$ cat src/rtl/pipeline_debug_ctrl.sv
// pipeline_debug_ctrl: command-driven sequencer for the pipeline debug unit.
// It loads instruction memory, single-steps or runs the pipeline with halt
// detection, and streams register-file / data-memory dumps over valid/ready.
// Optional build macro DEBUG_CYCLE_CNT_EN: counts enabled pipeline cycles and
// appends that count as one extra word after every dump list.
module pipeline_debug_ctrl #(
  parameter int NB_REG     = 32,
  parameter int NB_CMD     = 3,
  parameter int IMEM_DEPTH = 256,
  parameter int N_REGS     = 32,
  parameter int NB_CNT     = 32
) (
  input  logic              i_clk,
  input  logic              i_reset,
  input  logic              i_cmd_valid,
  output logic              o_cmd_ready,
  input  logic [NB_CMD-1:0] i_cmd,
  input  logic [NB_REG-1:0] i_cmd_arg,
  input  logic              i_halt,
  input  logic [NB_REG-1:0] i_dunit_reg,
  input  logic [NB_REG-1:0] i_dunit_mem_data,
  output logic              o_dunit_clk_en,
  output logic              o_dunit_reset_pc,
  output logic              o_dunit_w_mem,
  output logic [NB_REG-1:0] o_dunit_addr,
  output logic [NB_REG-1:0] o_dunit_data_if,
  output logic              o_tx_valid,
  output logic [NB_REG-1:0] o_tx_data,
  input  logic              i_tx_ready,
  output logic              o_load_ovf,
  output logic              o_err_cmd
);

  localparam logic [NB_CMD-1:0] CMD_CLR      = NB_CMD'(0);
  localparam logic [NB_CMD-1:0] CMD_LOAD     = NB_CMD'(1);
  localparam logic [NB_CMD-1:0] CMD_STEP     = NB_CMD'(2);
  localparam logic [NB_CMD-1:0] CMD_RUN      = NB_CMD'(3);
  localparam logic [NB_CMD-1:0] CMD_DUMP_REG = NB_CMD'(4);
  localparam logic [NB_CMD-1:0] CMD_DUMP_MEM = NB_CMD'(5);

  // Byte address of the last instruction word; the load pointer wraps after it.
  localparam logic [NB_REG-1:0] PTR_LAST = NB_REG'((IMEM_DEPTH - 1) * 4);

  typedef enum logic [2:0] {
    S_IDLE,
    S_LOAD,
    S_STEP,
    S_RUN,
    S_DUMP_RD,
`ifdef DEBUG_CYCLE_CNT_EN
    S_DUMP_TX,
    S_CNT_TX
`else
    S_DUMP_TX
`endif
  } state_t;

  state_t            state_q, state_d;
  logic [NB_REG-1:0] ptr_q, ptr_d;          // instruction-memory byte pointer
  logic [NB_REG-1:0] arg_q, arg_d;          // latched LOAD instruction word
  logic [NB_REG-1:0] idx_q, idx_d;          // dump word index k
  logic [NB_REG-1:0] len_q, len_d;          // dump word count
  logic              dump_mem_q, dump_mem_d; // 1 = data memory, 0 = register file
  logic              rd_wait_q, rd_wait_d;   // second DUMP_RD cycle: read data valid
  logic [NB_REG-1:0] tx_data_q, tx_data_d;
  logic [NB_CNT-1:0] run_cnt_q, run_cnt_d;   // enabled cycles in current RUN
  logic [NB_CNT-1:0] run_lim_q, run_lim_d;   // RUN limit, 0 = until halt
  logic              clr_pulse_q, clr_pulse_d;
  logic              load_ovf_q, load_ovf_d;
  logic              err_cmd_q, err_cmd_d;
`ifdef DEBUG_CYCLE_CNT_EN
  logic [NB_CNT-1:0] cyc_cnt_q, cyc_cnt_d;   // saturating enabled-cycle count
`endif

  // Next-state logic: command decode, load pointer, run limit and dump sequencing.
  always_comb begin
    state_d     = state_q;
    ptr_d       = ptr_q;
    arg_d       = arg_q;
    idx_d       = idx_q;
    len_d       = len_q;
    dump_mem_d  = dump_mem_q;
    rd_wait_d   = rd_wait_q;
    tx_data_d   = tx_data_q;
    run_cnt_d   = run_cnt_q;
    run_lim_d   = run_lim_q;
    clr_pulse_d = 1'b0;
    load_ovf_d  = load_ovf_q;
    err_cmd_d   = err_cmd_q;
`ifdef DEBUG_CYCLE_CNT_EN
    cyc_cnt_d   = cyc_cnt_q;
    if ((state_q == S_STEP || state_q == S_RUN) && cyc_cnt_q != '1) begin
      cyc_cnt_d = cyc_cnt_q + NB_CNT'(1);
    end
`endif

    case (state_q)
      S_IDLE: begin
        if (i_cmd_valid) begin
          case (i_cmd)
            CMD_CLR: begin
              ptr_d       = '0;
              clr_pulse_d = 1'b1;
              load_ovf_d  = 1'b0;
              err_cmd_d   = 1'b0;
`ifdef DEBUG_CYCLE_CNT_EN
              cyc_cnt_d   = '0;
`endif
            end
            CMD_LOAD: begin
              arg_d   = i_cmd_arg;
              state_d = S_LOAD;
            end
            CMD_STEP: state_d = S_STEP;
            CMD_RUN: begin
              run_cnt_d = '0;
              run_lim_d = NB_CNT'(i_cmd_arg);
              // A pipeline already halted gets zero enabled cycles.
              if (!i_halt) state_d = S_RUN;
            end
            CMD_DUMP_REG: begin
              idx_d      = '0;
              len_d      = NB_REG'(N_REGS);
              dump_mem_d = 1'b0;
              rd_wait_d  = 1'b0;
              state_d    = S_DUMP_RD;
            end
            CMD_DUMP_MEM: begin
              idx_d      = '0;
              len_d      = i_cmd_arg;
              dump_mem_d = 1'b1;
              rd_wait_d  = 1'b0;
              if (i_cmd_arg != '0) state_d = S_DUMP_RD;
            end
            default: err_cmd_d = 1'b1;
          endcase
        end
      end
      S_LOAD: begin
        if (ptr_q == PTR_LAST) begin
          ptr_d      = '0;
          load_ovf_d = 1'b1;
        end else begin
          ptr_d = ptr_q + NB_REG'(4);
        end
        state_d = S_IDLE;
      end
      S_STEP: state_d = S_IDLE;
      S_RUN: begin
        run_cnt_d = run_cnt_q + NB_CNT'(1);
        if (i_halt || (run_lim_q != '0 && run_cnt_d == run_lim_q)) begin
          state_d = S_IDLE;
        end
      end
      S_DUMP_RD: begin
        // Address is held for two cycles so the synchronous read data has
        // settled before it is captured into the output register.
        if (!rd_wait_q) begin
          rd_wait_d = 1'b1;
        end else begin
          rd_wait_d = 1'b0;
          tx_data_d = dump_mem_q ? i_dunit_mem_data : i_dunit_reg;
          state_d   = S_DUMP_TX;
        end
      end
      S_DUMP_TX: begin
        if (i_tx_ready) begin
          if (idx_q == len_q - NB_REG'(1)) begin
`ifdef DEBUG_CYCLE_CNT_EN
            tx_data_d = NB_REG'(cyc_cnt_q);
            state_d   = S_CNT_TX;
`else
            state_d   = S_IDLE;
`endif
          end else begin
            idx_d   = idx_q + NB_REG'(1);
            state_d = S_DUMP_RD;
          end
        end
      end
`ifdef DEBUG_CYCLE_CNT_EN
      S_CNT_TX: begin
        if (i_tx_ready) state_d = S_IDLE;
      end
`endif
      default: state_d = S_IDLE;
    endcase
  end

  // State and datapath registers with asynchronous active-low reset.
  always_ff @(posedge i_clk or negedge i_reset) begin
    if (!i_reset) begin
      state_q     <= S_IDLE;
      ptr_q       <= '0;
      arg_q       <= '0;
      idx_q       <= '0;
      len_q       <= '0;
      dump_mem_q  <= 1'b0;
      rd_wait_q   <= 1'b0;
      tx_data_q   <= '0;
      run_cnt_q   <= '0;
      run_lim_q   <= '0;
      clr_pulse_q <= 1'b0;
      load_ovf_q  <= 1'b0;
      err_cmd_q   <= 1'b0;
`ifdef DEBUG_CYCLE_CNT_EN
      cyc_cnt_q   <= '0;
`endif
    end else begin
      state_q     <= state_d;
      ptr_q       <= ptr_d;
      arg_q       <= arg_d;
      idx_q       <= idx_d;
      len_q       <= len_d;
      dump_mem_q  <= dump_mem_d;
      rd_wait_q   <= rd_wait_d;
      tx_data_q   <= tx_data_d;
      run_cnt_q   <= run_cnt_d;
      run_lim_q   <= run_lim_d;
      clr_pulse_q <= clr_pulse_d;
      load_ovf_q  <= load_ovf_d;
      err_cmd_q   <= err_cmd_d;
`ifdef DEBUG_CYCLE_CNT_EN
      cyc_cnt_q   <= cyc_cnt_d;
`endif
    end
  end

  // Output decode from the registered state; everything idles at zero.
  always_comb begin
    o_cmd_ready      = (state_q == S_IDLE);
    o_dunit_clk_en   = (state_q == S_STEP) || (state_q == S_RUN);
    o_dunit_w_mem    = (state_q == S_LOAD);
    o_dunit_reset_pc = (state_q == S_LOAD) || clr_pulse_q;
    o_dunit_data_if  = (state_q == S_LOAD) ? arg_q : '0;
    o_dunit_addr     = '0;
    if (state_q == S_LOAD) begin
      o_dunit_addr = ptr_q;
    end else if (state_q == S_DUMP_RD || state_q == S_DUMP_TX) begin
      o_dunit_addr = dump_mem_q ? {idx_q[NB_REG-3:0], 2'b00} : idx_q;
    end
`ifdef DEBUG_CYCLE_CNT_EN
    o_tx_valid = (state_q == S_DUMP_TX) || (state_q == S_CNT_TX);
`else
    o_tx_valid = (state_q == S_DUMP_TX);
`endif
    o_tx_data  = o_tx_valid ? tx_data_q : '0;
    o_load_ovf = load_ovf_q;
    o_err_cmd  = err_cmd_q;
  end

endmodule

$ cat config.mk
export PLATFORM = sky130hd
export DESIGN_NAME = pipeline_debug_ctrl
export DESIGN_NICKNAME = d
export VERILOG_FILES = /design/src/rtl/pipeline_debug_ctrl.sv
export SDC_FILE = /design/constraint.sdc
export NUM_CORES = 1
export LEC_CHECK = 0
export CAP_MARGIN = 20
export CORE_MARGIN = 5
export CORE_UTILIZATION = 61
export CTS_BUF_LIST = sky130_fd_sc_hd__clkbuf_4
export DETAILED_ROUTE_END_ITERATION = 6
export PLACE_DENSITY = 0.92
export SLEW_MARGIN = 20
export SYNTH_ARGS = -nofsm -noshare
export SYNTH_HDL_FRONTEND = slang
export SYNTH_SLANG_ARGS = --single-unit
export TNS_END_PERCENT = 30
$ cat constraint.sdc
create_clock -name i_clk -period 5.76 [get_ports i_clk]
set_input_delay 1.152 -clock i_clk [delete_from_list [all_inputs] [get_ports i_clk]]
set_output_delay 1.152 -clock i_clk [all_outputs]
set_load 0.005 [all_outputs]
==> run_1/wire_density.png <==
The die is cut into 32 by 32 equal tiles; dark blue is low, red is high, scaled to the fullest tile. Values are wire area over tile area, all layers added.
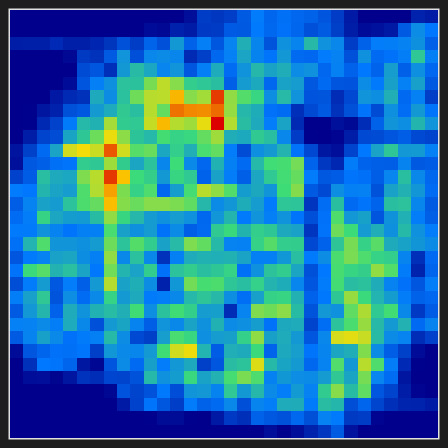
The fullest tile reaches 0.93. The emptiest ninth of the die: lower left. 13% of the tiles are over half the peak. The mean over all tiles is 0.26. 12% of the tiles are nearly empty.

==> run_1/clock_map.png <==
Bar = 50 um.
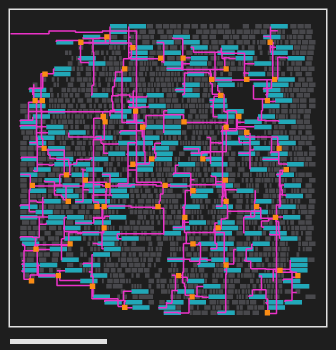
Key: cells driving clock nets = orange [count 60]; clock wires = magenta [length 3290 um]; flip-flops = cyan [count 230]
There are 61 routed clock nets.

==> run_1/registers.png <==
Bar = 50 um.
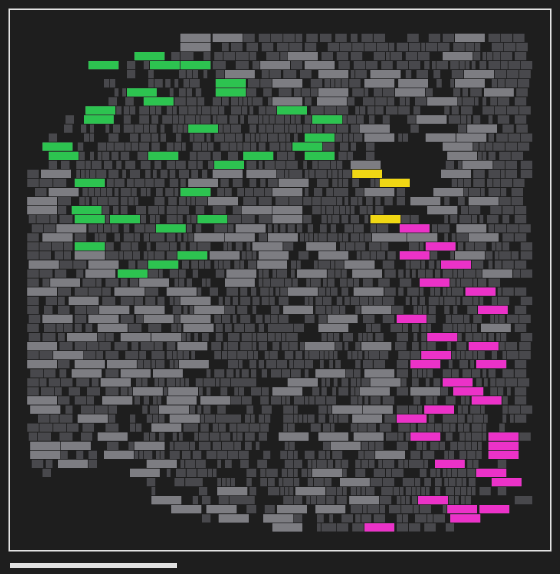
Key: `run_cnt_q` = green [flops 32]; `ptr_q` = magenta [flops 30]; `state_q` = yellow [flops 3]

[run 1: worst min path at each step]
stage,start,end,slack [ps],cells after the start
after floorplan,len_q[31],len_q[31],460,2
after global placement,len_q[31],len_q[31],470,2
after detailed placement,arg_q[30],arg_q[30],490,1
after CTS,arg_q[26],arg_q[26],500,1
after global routing,arg_q[26],arg_q[26],510,1
final,arg_q[24],arg_q[24],490,1
[run 1: state kept, by name, indices dropped and copies added, names as in the netlist]
register / flops
clr_pulse_q: 1
arg_q: 32
len_q: 32
ptr_q: 30
o_load_ovf: 1
tx_data_q: 32
run_lim_q: 32
run_cnt_q: 32
state_q: 3
dump_mem_q: 1
rd_wait_q: 1
o_err_cmd: 1
idx_q: 32
[run 1: area by class of cell]
type,count,area share (%)
diodes,2,0.0296
multi-input cells,1236,46.1
clock buffers,97,4.31
inverters,17,0.377
clock inverters,7,0.155
well taps,285,2.11
flip-flops and latches,230,34.1
repair buffers,220,12.8
[run 1: cell families (layout without fill, tap and decap cells)]
| logic type | Yosys count | count (layout) |
|---|---|---|
| flip-flops | 230 | 230 |
| AND/OR/NAND/NOR | 695 | 695 |
| adder cells (fa/ha/maj) | 6 | 6 |
| AND-OR/OR-AND | 313 | 313 |
| other | 0 | 2 |
| XOR/XNOR | 86 | 86 |
| multiplexers | 136 | 136 |
| buffers and inverters | 139 | 341 |
[run 1: routing by layer]
layer	vias up	wire [um]
met5	-	13
met4	2	1270
met3	124	4020
met2	780	19200
li1	6138	-
met1	6380	16300
[run 1: through the flow]
stage,hold WS [ps],setup WS (ps),cell area (um^2)
after floorplan,458,2380,14100
after global placement,474,1800,16100
after detailed placement,486,1650,16100
after CTS,498,1230,16900
after global routing,507,968,16900
final,494,1220,16900
==> Changelog: implementation, run 1 <==
### Implementation results

- Status: finished, final reports clean
- Sw Pwr: 3.01 mW
- Placer Congestion: 0.953
- CTS tree: done
- Crit start category: register
- Gr busiest metal: met2
- Yosys xor share: 5.34%
- Chip area: 0.0263 mm^2
- Hold Buf Count CTS: 0
- Adder share: 0.532%
- Via Count: 13424
- Max Freq: 220 MHz
- Synth top cell by count: dfrtp_1
- DR DRC count: 0
- R2R Path Start: len_q[0]
- Synth Warn #: 0
- Layout cells sized above 1: 11.0%
- Cell area leaders: dfrtp_1 (41%), nand2_1 (5.2%), mux2i_1 (5.1%)
- Clock Tree Buf Depth: 3
- Post-synth regs: 230
- M3 GR Usage: 6.70%
- Fin Clk Skew: 46.9 ps
- Io pins: 207
- Worst slew pin tran: 1100 ps
- Net Count, Synth: 1715
- R2r setup slk: 1590 ps
- Register area share after synthesis: 40.8%
- IR drop worst, VDD: 0.000270 V
==> run_1/drive_strength.png <==
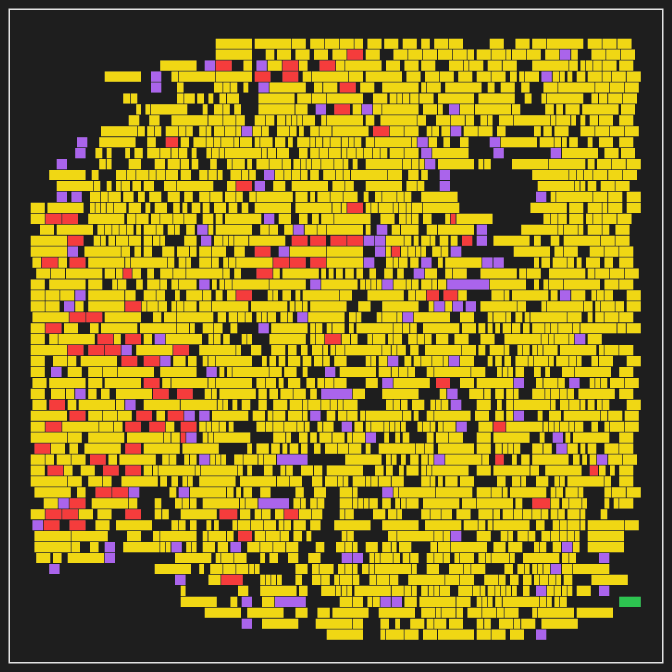

==> inputs of run 2 (changes only) <==
--- a/config.mk
+++ b/config.mk
@@ -7,10 +7,10 @@
 export LEC_CHECK = 0
 export CAP_MARGIN = 20
 export CORE_MARGIN = 5
-export CORE_UTILIZATION = 61
+export CORE_UTILIZATION = 51
 export CTS_BUF_LIST = sky130_fd_sc_hd__clkbuf_4
 export DETAILED_ROUTE_END_ITERATION = 6
-export PLACE_DENSITY = 0.92
+export PLACE_DENSITY = 0.83
 export SLEW_MARGIN = 20
 export SYNTH_ARGS = -nofsm -noshare
 export SYNTH_HDL_FRONTEND = slang
==> constraint.sdc (replaced) <==
create_clock -name i_clk -period 3.81 [get_ports i_clk]
set_input_delay 0.762 -clock i_clk [delete_from_list [all_inputs] [get_ports i_clk]]
set_output_delay 0.762 -clock i_clk [all_outputs]
set_load 0.005 [all_outputs]
==> run_2/drive_strength.png <==
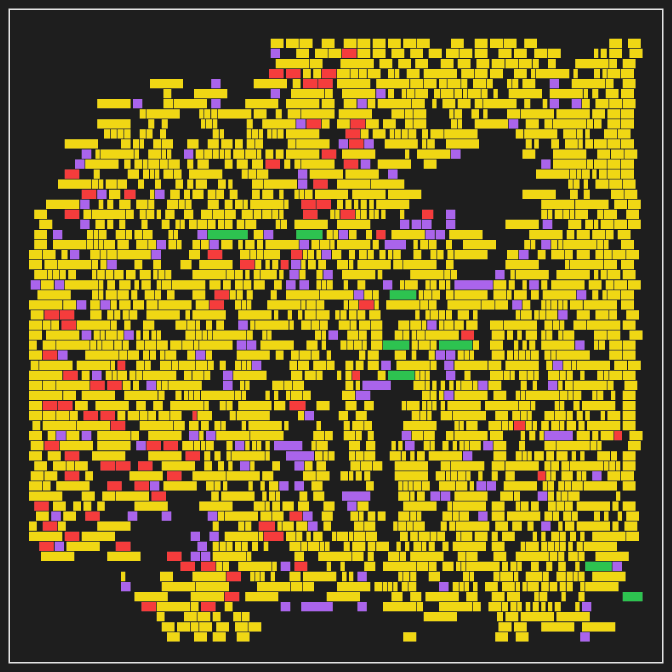
Key: drive 2 = red [cells 81]; drive 3 to 4 = purple [cells 143]; drive 6 and up = green [cells 8]; drive 1 or less = yellow [cells 1604]

==> run 2 against run 1 <==
Effect of this change: clock skew increased by 3.5 ps; critical path depth increased by 8; clock-buffer cell count decreased by 1; worst hold slack got worse by 440 ps; register-to-register slack got worse by 1400 ps; routed wire length increased by 1.2%; sequential share of layout area decreased by 0.92 points; global-route usage decreased by 4.8 points; area after synthesis unchanged; die area increased by 18%; first-iteration DRC count decreased by 25%; critical path type is now reg -> reg; largest cell class unchanged; largest power group unchanged.
==> Changelog: implementation, run 2 <==
### Implementation results

- CTS tree: done
- Synth top cell by count: dfrtp_1
- Post-route setup slack: 187 ps (-1030 ps)
- Post-layout util: 64.1%
- Io pins: 207 (unchanged)
- Met3 wire length: 3490 um (-13%)
- M3 GR Usage: 5.31% (-1.4 points)
- DR DRC count: 0 (unchanged)
- Worst slew pin tran: 1060 ps (-47.7 ps)
- Final design area excluding fillers: 0.0174 mm^2 (+2.8%)
- CP bufs+invs: 4
- Total Neg Setup Slack: 0 ps
- Post-synth regs: 230 (unchanged)
- Vias in the first global route: 12699
- Yosys stat cell total: 1605
- Met2 wire len: 19900 um (+3.9%)
- Status: finished, final reports clean
- Num rows: 60
- Chip area: 0.0311 mm^2 (+18%)
- Top cells excl fill/tap: dfrtp_1 (229), clkdlybuf4s50_1 (205), nand2_1 (196), o21ai_0 (125), nor2_1 (117)
- Max layer used: met4
- Yosys xor share: 5.34% (unchanged)
- Pre-CTS setup slack: 37.1 ps (-1610 ps)
- Crit path DAT: 4200 ps
- Fin Clk Skew: 50.4 ps (+3.51 ps)
- IR drop worst, VDD: 0.000476 V (+76%)
- Hold Buf Count CTS: 0 (unchanged)
- R2R Path Start: len_q[0]
- Cell area leaders: dfrtp_1 (41%), nand2_1 (5.2%), mux2i_1 (5.1%)
- Clock Tree Buf Depth: 3 (unchanged)
- Register area share after synthesis: 40.8% (unchanged)
- Adder share: 0.532% (unchanged)
- Most frequent CP cell: buf_4
- Net Count, Synth: 1715 (unchanged)
- Metal-1 WL: 16800 um (+3.0%)
- Post-place instance area: 0.0165 mm^2 (+2.2%)
- Gr busiest metal: met2
- Via Count: 13278 (-1.1%)
- Synth Warn #: 0 (unchanged)
- WHS: 58.8 ps (-435 ps)
- R2r setup slk: 190 ps (-1400 ps)
==> run_2/clock_map.png <==
Bar = 50 um.
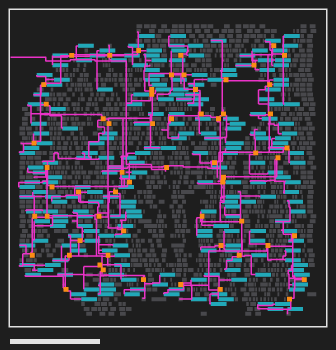
Key: flip-flops = cyan [count 230]; clock wires = magenta [length 3370 um]; cells driving clock nets = orange [count 60]
Position of the flops: all over the die. There are 61 routed clock nets.

==> run 2: cell counts after synthesis <==
Identical to the previous run, type by type.
==> run 2: layout make-up <==
cell class	instances	area [um^2]	area share (%)
inverters	17	63.8	0.367
clock inverters	8	60.1	0.346
repair buffers	249	2470	14.2
well taps	372	465	2.68
flip-flops and latches	230	5760	33.1
diodes	1	2.50	0.0144
clock buffers	96	721	4.15
multi-input cells	1236	7840	45.1
==> run 2: worst max path at each step <==
stage | startpoint | endpoint | slack (ps) | cells after the start
2_1_floorplan | len_q[0] | idx_q[28] | 430 | 13
3_3_place_gp | len_q[0] | idx_q[28] | 210 | 12
3_5_place_dp | len_q[0] | idx_q[28] | 40 | 12
4_1_cts | state_q[1] | o_dunit_addr[2] | 20 | 5
5_1_grt | len_q[1] | idx_q[28] | -20 | 14
6_report | len_q[0] | idx_q[28] | 190 | 14
==> run 2: worst register-to-register path: stages, from the launching register on <==
cell and delay [ps]:
dfrtp_1 420, inv_1 100, ha_2 220, nor4b_4 330
buf_4 250, nand3_1 160, nor2_2 170, a211oi_1 90
or4b_1 480, or4_4 440, o31ai_4 230, buf_4 170
buf_12 150, nor3_1 60, a211o_1 240
==> run 2: where the power goes <==
part | internal (mW) | switching, mW
clock network | 1.19 | 1.02
registers | 3.27 | 1.02
logic | 2.48 | 2.55
total | 6.94 | 4.59
==> run 2: cells by family after synthesis <==
| family | after synthesis |
|---|---|
| AND-OR/OR-AND | 313 |
| buffers and inverters | 139 |
| adder cells (fa/ha/maj) | 6 |
| XOR/XNOR | 86 |
| AND/OR/NAND/NOR | 695 |
| multiplexers | 136 |
| flip-flops | 230 |
==> run 2: timing repair <==
item / CTS / global route
setup buffers: 0 / 3
setup endpoints to repair: 0 / 86
resized: 0 / 6
No activity file was given, so power comes from the tool's default toggle rates.
